`src/rtl/conf_loader_if.sv`:
```
`default_nettype none
// ============================================================================
// Module      : conf_loader_if
// Description : Byte input and configuration/status output bundle of conf_loader.
// Revision    : 1.0 - initial release
// ============================================================================
interface conf_loader_if #(
  parameter int CH_NO = 4
);
  logic [7:0]          i_data;
  logic                i_avail;
  logic [CH_NO*80-1:0] o_conf;
  logic                o_ack;
  logic                o_err;
  logic [7:0]          o_ch;
  logic                o_busy;

  modport master (
    output i_data, i_avail,
    input  o_conf, o_ack, o_err, o_ch, o_busy
  );

  modport slave (
    input  i_data, i_avail,
    output o_conf, o_ack, o_err, o_ch, o_busy
  );
endinterface
`default_nettype wire

```
`src/rtl/conf_loader.sv`:
```
`default_nettype none
// ============================================================================
// Module      : conf_loader
// Description : UART frame decoder committing checksummed 80-bit channel configs.
// Revision    : 1.0 - initial release
// ============================================================================
module conf_loader #(
  parameter int         CH_NO   = 4,
  parameter logic [7:0] HEADER  = 8'hA5,
  parameter int         TIMEOUT = 50000
) (
  input  wire logic     i_clk,
  input  wire logic     _rst,
  conf_loader_if.slave  bus
);
  localparam int               c_tmo_w   = $clog2(TIMEOUT + 1);
  localparam logic [c_tmo_w-1:0] c_tmo_max = c_tmo_w'(TIMEOUT);

  typedef enum logic [1:0] {
    S_IDLE    = 2'd0,
    S_CHAN    = 2'd1,
    S_PAYLOAD = 2'd2,
    S_CSUM    = 2'd3
  } state_t;

  state_t              r_state;
  logic                r_avail_d;
  logic [7:0]          r_ch_lat;
  logic [7:0]          r_csum;
  logic [3:0]          r_k;
  logic [79:0]         r_shadow;
  logic [c_tmo_w-1:0]  r_tcnt;
  logic [CH_NO*80-1:0] r_conf;
  logic                r_ack;
  logic                r_err;
  logic [7:0]          r_ch_out;

  logic w_accept;
  logic w_timeout;
  logic w_good;

  assign w_accept  = bus.i_avail & ~r_avail_d;
  // A byte arriving on the expiry cycle takes priority over the abort.
  assign w_timeout = (r_state != S_IDLE) && !w_accept && (r_tcnt == c_tmo_max);
  assign w_good    = (bus.i_data == r_csum) && ({1'b0, r_ch_lat} < 9'(CH_NO));

  always_ff @(posedge i_clk) begin
    if (!_rst) begin
      r_state   <= S_IDLE;
      r_avail_d <= 1'b0;
      r_ch_lat  <= '0;
      r_csum    <= '0;
      r_k       <= '0;
      r_shadow  <= '0;
      r_tcnt    <= '0;
      r_conf    <= '0;
      r_ack     <= 1'b0;
      r_err     <= 1'b0;
      r_ch_out  <= '0;
    end else begin
      r_avail_d <= bus.i_avail;
      r_ack     <= 1'b0;
      r_err     <= 1'b0;

      if (w_accept || r_state == S_IDLE) begin
        r_tcnt <= '0;
      end else begin
        r_tcnt <= r_tcnt + c_tmo_w'(1);
      end

      if (w_timeout) begin
        r_state <= S_IDLE;
        r_err   <= 1'b1;
        r_tcnt  <= '0;
      end else if (w_accept) begin
        case (r_state)
          S_IDLE: begin
            if (bus.i_data == HEADER) begin
              r_state <= S_CHAN;
            end
          end
          S_CHAN: begin
            r_ch_lat <= bus.i_data;
            r_csum   <= bus.i_data;
            r_k      <= '0;
            r_state  <= S_PAYLOAD;
          end
          S_PAYLOAD: begin
            for (int b = 0; b < 10; b++) begin
              if (r_k == 4'(b)) begin
                r_shadow[b*8 +: 8] <= bus.i_data;
              end
            end
            r_csum <= r_csum ^ bus.i_data;
            r_k    <= r_k + 4'd1;
            if (r_k == 4'd9) begin
              r_state <= S_CSUM;
            end
          end
          S_CSUM: begin
            r_ch_out <= r_ch_lat;
            if (w_good) begin
              for (int c = 0; c < CH_NO; c++) begin
                if (r_ch_lat == c[7:0]) begin
                  r_conf[c*80 +: 80] <= r_shadow;
                end
              end
              r_ack <= 1'b1;
            end else begin
              r_err <= 1'b1;
            end
            r_state <= S_IDLE;
          end
          default: r_state <= S_IDLE;
        endcase
      end
    end
  end

  assign bus.o_conf = r_conf;
  assign bus.o_ack  = r_ack;
  assign bus.o_err  = r_err;
  assign bus.o_ch   = r_ch_out;
  assign bus.o_busy = (r_state != S_IDLE);
endmodule
`default_nettype wire

```
`src/flat_wrapper.sv`:
```
// flat-port wrapper written by rule: the top's interface ports become plain ports
module conf_loader_flat 
#(
  parameter int         CH_NO   = 4,
  parameter logic [7:0] HEADER  = 8'hA5,
  parameter int         TIMEOUT = 50000
)
  (i_clk, _rst, bus_i_data, bus_i_avail, bus_o_conf, bus_o_ack, bus_o_err, bus_o_ch, bus_o_busy);
  conf_loader_if #(.CH_NO(CH_NO)) bus_i ();
  input  wire logic i_clk;
  input  wire logic _rst;
  input wire logic [$bits(bus_i.i_data)-1:0] bus_i_data;
  input wire logic [$bits(bus_i.i_avail)-1:0] bus_i_avail;
  output wire logic [$bits(bus_i.o_conf)-1:0] bus_o_conf;
  output wire logic [$bits(bus_i.o_ack)-1:0] bus_o_ack;
  output wire logic [$bits(bus_i.o_err)-1:0] bus_o_err;
  output wire logic [$bits(bus_i.o_ch)-1:0] bus_o_ch;
  output wire logic [$bits(bus_i.o_busy)-1:0] bus_o_busy;
  assign bus_i.i_data = bus_i_data;
  assign bus_i.i_avail = bus_i_avail;
  assign bus_o_conf = bus_i.o_conf;
  assign bus_o_ack = bus_i.o_ack;
  assign bus_o_err = bus_i.o_err;
  assign bus_o_ch = bus_i.o_ch;
  assign bus_o_busy = bus_i.o_busy;
  conf_loader #(.CH_NO(CH_NO), .HEADER(HEADER), .TIMEOUT(TIMEOUT)) u_core (.i_clk(i_clk), ._rst(_rst), .bus(bus_i));
endmodule
```
`config.mk`:
```
export PLATFORM = sky130hd
export DESIGN_NAME = conf_loader_flat
export DESIGN_NICKNAME = d
export VERILOG_FILES = /design/src/rtl/conf_loader_if.sv /design/src/rtl/conf_loader.sv /design/src/flat_wrapper.sv
export SDC_FILE = /design/constraint.sdc
export NUM_CORES = 1
export LEC_CHECK = 0
export CAP_MARGIN = 25
export CELL_PAD_IN_SITES_DETAIL_PLACEMENT = 0
export CELL_PAD_IN_SITES_GLOBAL_PLACEMENT = 1
export CORE_ASPECT_RATIO = 1.4
export CORE_MARGIN = 3
export CORE_UTILIZATION = 27
export DETAILED_ROUTE_END_ITERATION = 7
export PLACE_DENSITY_LB_ADDON = 0.1
export SLEW_MARGIN = 20
export SYNTH_ARGS = -nofsm -noshare
export SYNTH_HDL_FRONTEND = slang
export SYNTH_SLANG_ARGS = --single-unit
```
`constraint.sdc`:
```
create_clock -name i_clk -period 1.69 [get_ports i_clk]
set_input_delay 0.2535 -clock i_clk [delete_from_list [all_inputs] [get_ports i_clk]]
set_output_delay 0.2535 -clock i_clk [all_outputs]
set_load 0.005 [all_outputs]
```
Fig. 1: metal layers overlaid
Two of the layers only.
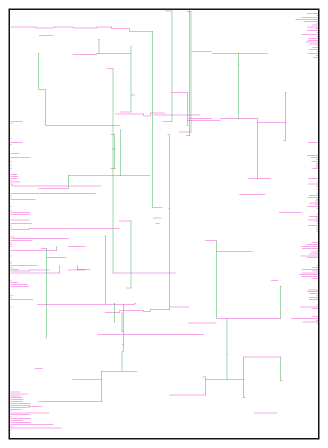
green -> M4  # wire length 1430 um
magenta -> M3  # wire length 2570 um

Fig. 2: sequential cells grouped by signal name
The bar under the picture is 50 um long. Other sequential cells in the stronger grey, the rest of the logic in the fainter grey.
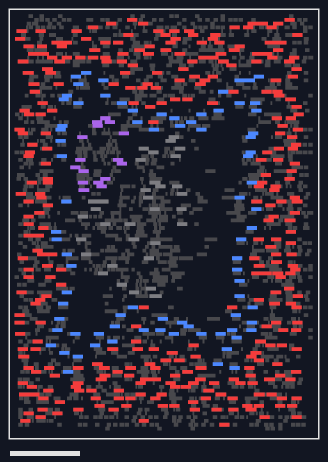
red -> `u_core.bus.o_conf`  # placed flops 320, where widely spread
blue -> `u_core.r_shadow`  # placed flops 80
purple -> `u_core.r_tcnt`  # placed flops 16

==> summary.txt <==
The synthesis and PnR run went through. Gate count after technology mapping landed at 1686. Counting instances in the post-synthesis netlist gives the leading cell types as sky130_fd_sc_hd__dfxtp_1 (449), sky130_fd_sc_hd__nand2_1 (431), sky130_fd_sc_hd__mux2i_1 (408). Post-synthesis instance area landed at 0.01755 sq mm.

Summed over its instances, the top area cell type makes up 51.22% of the synthesized netlist area. Stage delay of the slowest cell on the critical path landed at 0.57 ns. Per the post-CTS timing run, clock transition at the registers of the reported paths is 0.06 ns.

Post-cts hold buffer count landed at 0. After its last routability iteration, the placer logged a weighted congestion of 0.7329. OpenROAD emitted warnings numbering 36.

Buffer depth of the longest clock path landed at 3. Yosys mapped a number of flops with a built-in enable equal to 0. Number of input and output port buffers inserted landed at 341.

The most numerous cell type found on the critical path is sky130_fd_sc_hd__buf_4. Total routing resource utilization after global routing landed at 16.12%. The top cell type in the final layout, fill and taps aside, is sky130_fd_sc_hd__nand2_1. Final-report hold violation count landed at 0.

Number of placement rows landed at 110. Per the synth stats, the flop cell with the highest instance count is sky130_fd_sc_hd__dfxtp_1. The layout summary lists the proportion of cells stronger than drive strength 1 as 15.29%. Summed over all layers, the routed wires come to 57.64 mm. Utilization after layout landed at 37.87%. The tightest min-delay check is of the primary input to register type. Each instance of the synthesized netlist takes up on average 10.41 sq um. The worst path in the final design needs a cycle of 2.148 ns, including I/O delays and setup.

Relative to the synthesized area, the layout overhead comes to 38.69%. Sorting the synthesis cell report by count puts at the top sky130_fd_sc_hd__dfxtp_1. The routed design shows a wire length per standard cell of 19.30 um. According to the floorplan report, the die width is 221.5 um. Number of non-filler instances in the completed layout landed at 2986. In the final design database the tool counted 2132 nets. The worst setup path is captured at a register. Fraction of synthesis flops using an asynchronous set or reset pin landed at 0%. As reported, the later end of the worst-skew pair has a clock insertion delay of 0.57 ns. The final reports fail on setup timing. After routing the design area is 0.02434 sq mm. Warning count from the yosys run landed at 0. For reference, the critical path cell chain is or4_4 -> nor4_4 -> buf_4 -> nand4_1 -> buf_4 -> buf_4 -> mux2i_1.

The first global-routing pass estimated 85.38 mm of wire. The cell type that accounts for the most area after synthesis is sky130_fd_sc_hd__dfxtp_1. Per the post-route antenna check, the number of violating nets is 0.

Headroom to the max-slew limit landed at 67.63%. For reference, the final report shows the max-slew violation count at 0. The H-tree generated during clock tree synthesis spans 2 levels. After floorplanning, the core was sized to cover 0.06427 sq mm. In the log, the iteration count for the first detailed-route pass is 5. Peak supply drop landed at 587.7 uV.

Highest achievable clock rate landed at 0.4655 GHz. Leakage power landed at 12.80 nW. The most common logic cells in the final layout are sky130_fd_sc_hd__nand2_1 (431), sky130_fd_sc_hd__mux2i_1 (406), sky130_fd_sc_hd__dfxtp_1 (380), sky130_fd_sc_hd__dlygate4sd2_1 (325), sky130_fd_sc_hd__nor2b_1 (90). Yosys cell count landed at 1686.

Per the TritonCTS log, the buffer count is 49. Of all nets on the critical path, the largest fanout is 11. Post-synthesis sequential area ratio landed at 51.22%. The floorplan step defined a die boundary enclosing 0.06814 sq mm. The initial antenna violation count came to 6. Final tally of setup violations landed at 321. In this run the cell area measured after placement is 0.02224 sq mm. Detailed routing inserted a total of 13020 vias. In the routed layout, each cell is associated on average with a via count of 4.359. Via count of the first global-routing pass landed at 13320. Per the GRT congestion report, total overflow comes to 0. Placed wire-length estimate landed at 37.97 mm. Yosys attributes the largest share of cell area to sky130_fd_sc_hd__dfxtp_1 (51%), sky130_fd_sc_hd__mux2i_1 (23%), sky130_fd_sc_hd__nand2_1 (9.2%). For the worst setup path, the data arrival time is 2.59 ns. Counting tap cells, the placed design contains a total of 2869 instances.

Measured along the y axis, the die boundary spans 307.7 um. The chip area line in the Yosys stat output reads 0.01755 sq mm. The number of nets handed over by synthesis was 1707. Clock tree synthesis selected as its root buffer the cell sky130_fd_sc_hd__clkbuf_16. Count of pins on the block boundary landed at 342. Data required time of the worst path landed at 2.14 ns. Worst-case clock skew landed at 0.009711 ns.

Violation count after the first detailed-routing iteration landed at 555. The slowest stage of the critical path is the sky130_fd_sc_hd__or4_4 cell. The number of buffers and inverters on the critical path is 3. In this run, synthesis produced a sequential element count of 449. Fraction of the core area occupied by cells at floorplan landed at 27.30%. The run finished, with violations left. Setup repair after global routing could not meet its margin everywhere. The gate-level netlist out of Yosys references 48 unique cell types. Entering global routing, the biggest net connects 64 pins. Post-route clock period utilization landed at 127.1%.

The number of clock sinks came to 449. The script computed a power per unit cell area of 886.8 mW/mm^2. Looking at the setup timing report, the critical path kind is register to register. Worst setup margin landed at -0.4582 ns. In this design, the largest share of critical-path delay is due to simple AND/OR/NAND/NOR gates. Per the post-place timing report, worst setup slack is -0.5495 ns.

The worst setup path is launched from a register. Count of max-cap constraint violations landed at 0. Number of design rule violations left after detail routing landed at 0.

Total power landed at 21.58 mW. TritonCTS built the clock tree. For the pin with the worst max-slew slack, the measured transition is 0.4839 ns.
Fig. 3: M1 wires
The bar under the picture is 50 um long. Supply wires on this layer in grey. Cells faint in the background.
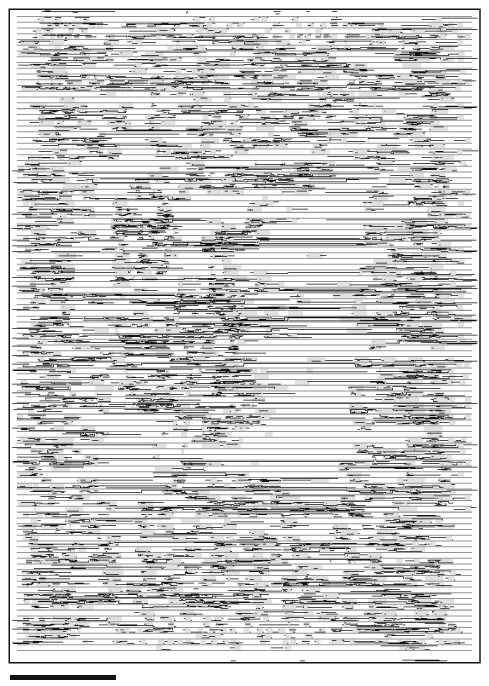
share of all routed wire = 43%
longest straight run = 104 um

-- per-layer routing --
metal | up-vias | part of all wire, % | wire length [um] | track usage, %
met5 | - | 0.059 | 34 | 0
met4 | 6 | 2.5 | 1430 | 4.347
met3 | 82 | 4.5 | 2566 | 3.604
met2 | 264 | 50 | 29080 | 29.09
met1 | 6189 | 43 | 24540 | 19.30
li1 | 6474 | - | - | -
-- sequential cells by signal, summed over array words and instances, names as in the netlist --
signal / count
u_core.bus.o_conf: 320
u_core.r_shadow: 80
u_core.r_tcnt: 16
u_core.bus.o_ch: 8
u_core.r_ch_lat: 8
u_core.r_csum: 8
u_core.r_k: 4
u_core.r_state: 2
u_core.bus.o_ack: 1
u_core.bus.o_err: 1
u_core.r_avail_d: 1
-- cells by family after synthesis --
logic type / share of synthesized area, %
flip-flops: 51.22
multiplexers: 23.27
adder cells (fa/ha/maj): 0.7130
buffers and inverters: 5.903
AND-OR/OR-AND: 1.939
AND/OR/NAND/NOR: 15.91
XOR/XNOR: 1.041
-- final cells by class --
type                    count  area [sq um]
fillers                  6458         39930
flip-flops and latches    449          9077
multi-input cells        1108          7662
repair buffers            492          4946
clock buffers              74          1470
well taps                 840          1051
clock inverters            11         86.33
inverters                  11         43.79
diodes                      1         2.502
-- worst paths after layout --
path	start	end	slack, ns	cells past startpoint
min reg2reg	u_core.bus.o_ch[1]	u_core.bus.o_ch[1]	0.45	2
min	_rst	u_core.bus.o_err	0.05	2
max reg2reg	u_core.r_ch_lat[2]	u_core.bus.o_conf[56]	-0.46	7
max	u_core.r_ch_lat[2]	u_core.bus.o_conf[56]	-0.46	7
-- worst register-to-register path, cell delays in order (launching register included) --
cell and delay (ns):
sky130_fd_sc_hd__dfxtp_2 0.32, sky130_fd_sc_hd__or4_4 0.57, sky130_fd_sc_hd__nor4_4 0.20, sky130_fd_sc_hd__buf_4 0.18
sky130_fd_sc_hd__nand4_1 0.15, sky130_fd_sc_hd__buf_4 0.24, sky130_fd_sc_hd__buf_4 0.22, sky130_fd_sc_hd__mux2i_1 0.15
-- power by group --
part / internal (mW) / switching (mW)
Sequential: 10.6 / 0.00148
Clock: 6.11 / 4.39
Combinational: 0.157 / 0.345
Total: 16.8 / 4.73
-- stage by stage --
stage	TNS [ns]	hold slack, ns
floorplan	-25.47	0.3808
global placement	-145.36	0.4450
detailed placement	-154.16	0.4462
CTS	-125.45	0.006736
global route	-154.14	0.01592
finish	-128.15	0.05228
-- timing repair --
action / 4_1_cts / 5_1_grt
resized: 432 / 44
pin swaps: 2 / 6
setup buffers: 8 / 7
setup endpoints to repair: 723 / 399
cloned: 11 / 7
No activity file was given, so power comes from the tool's default toggle rates.
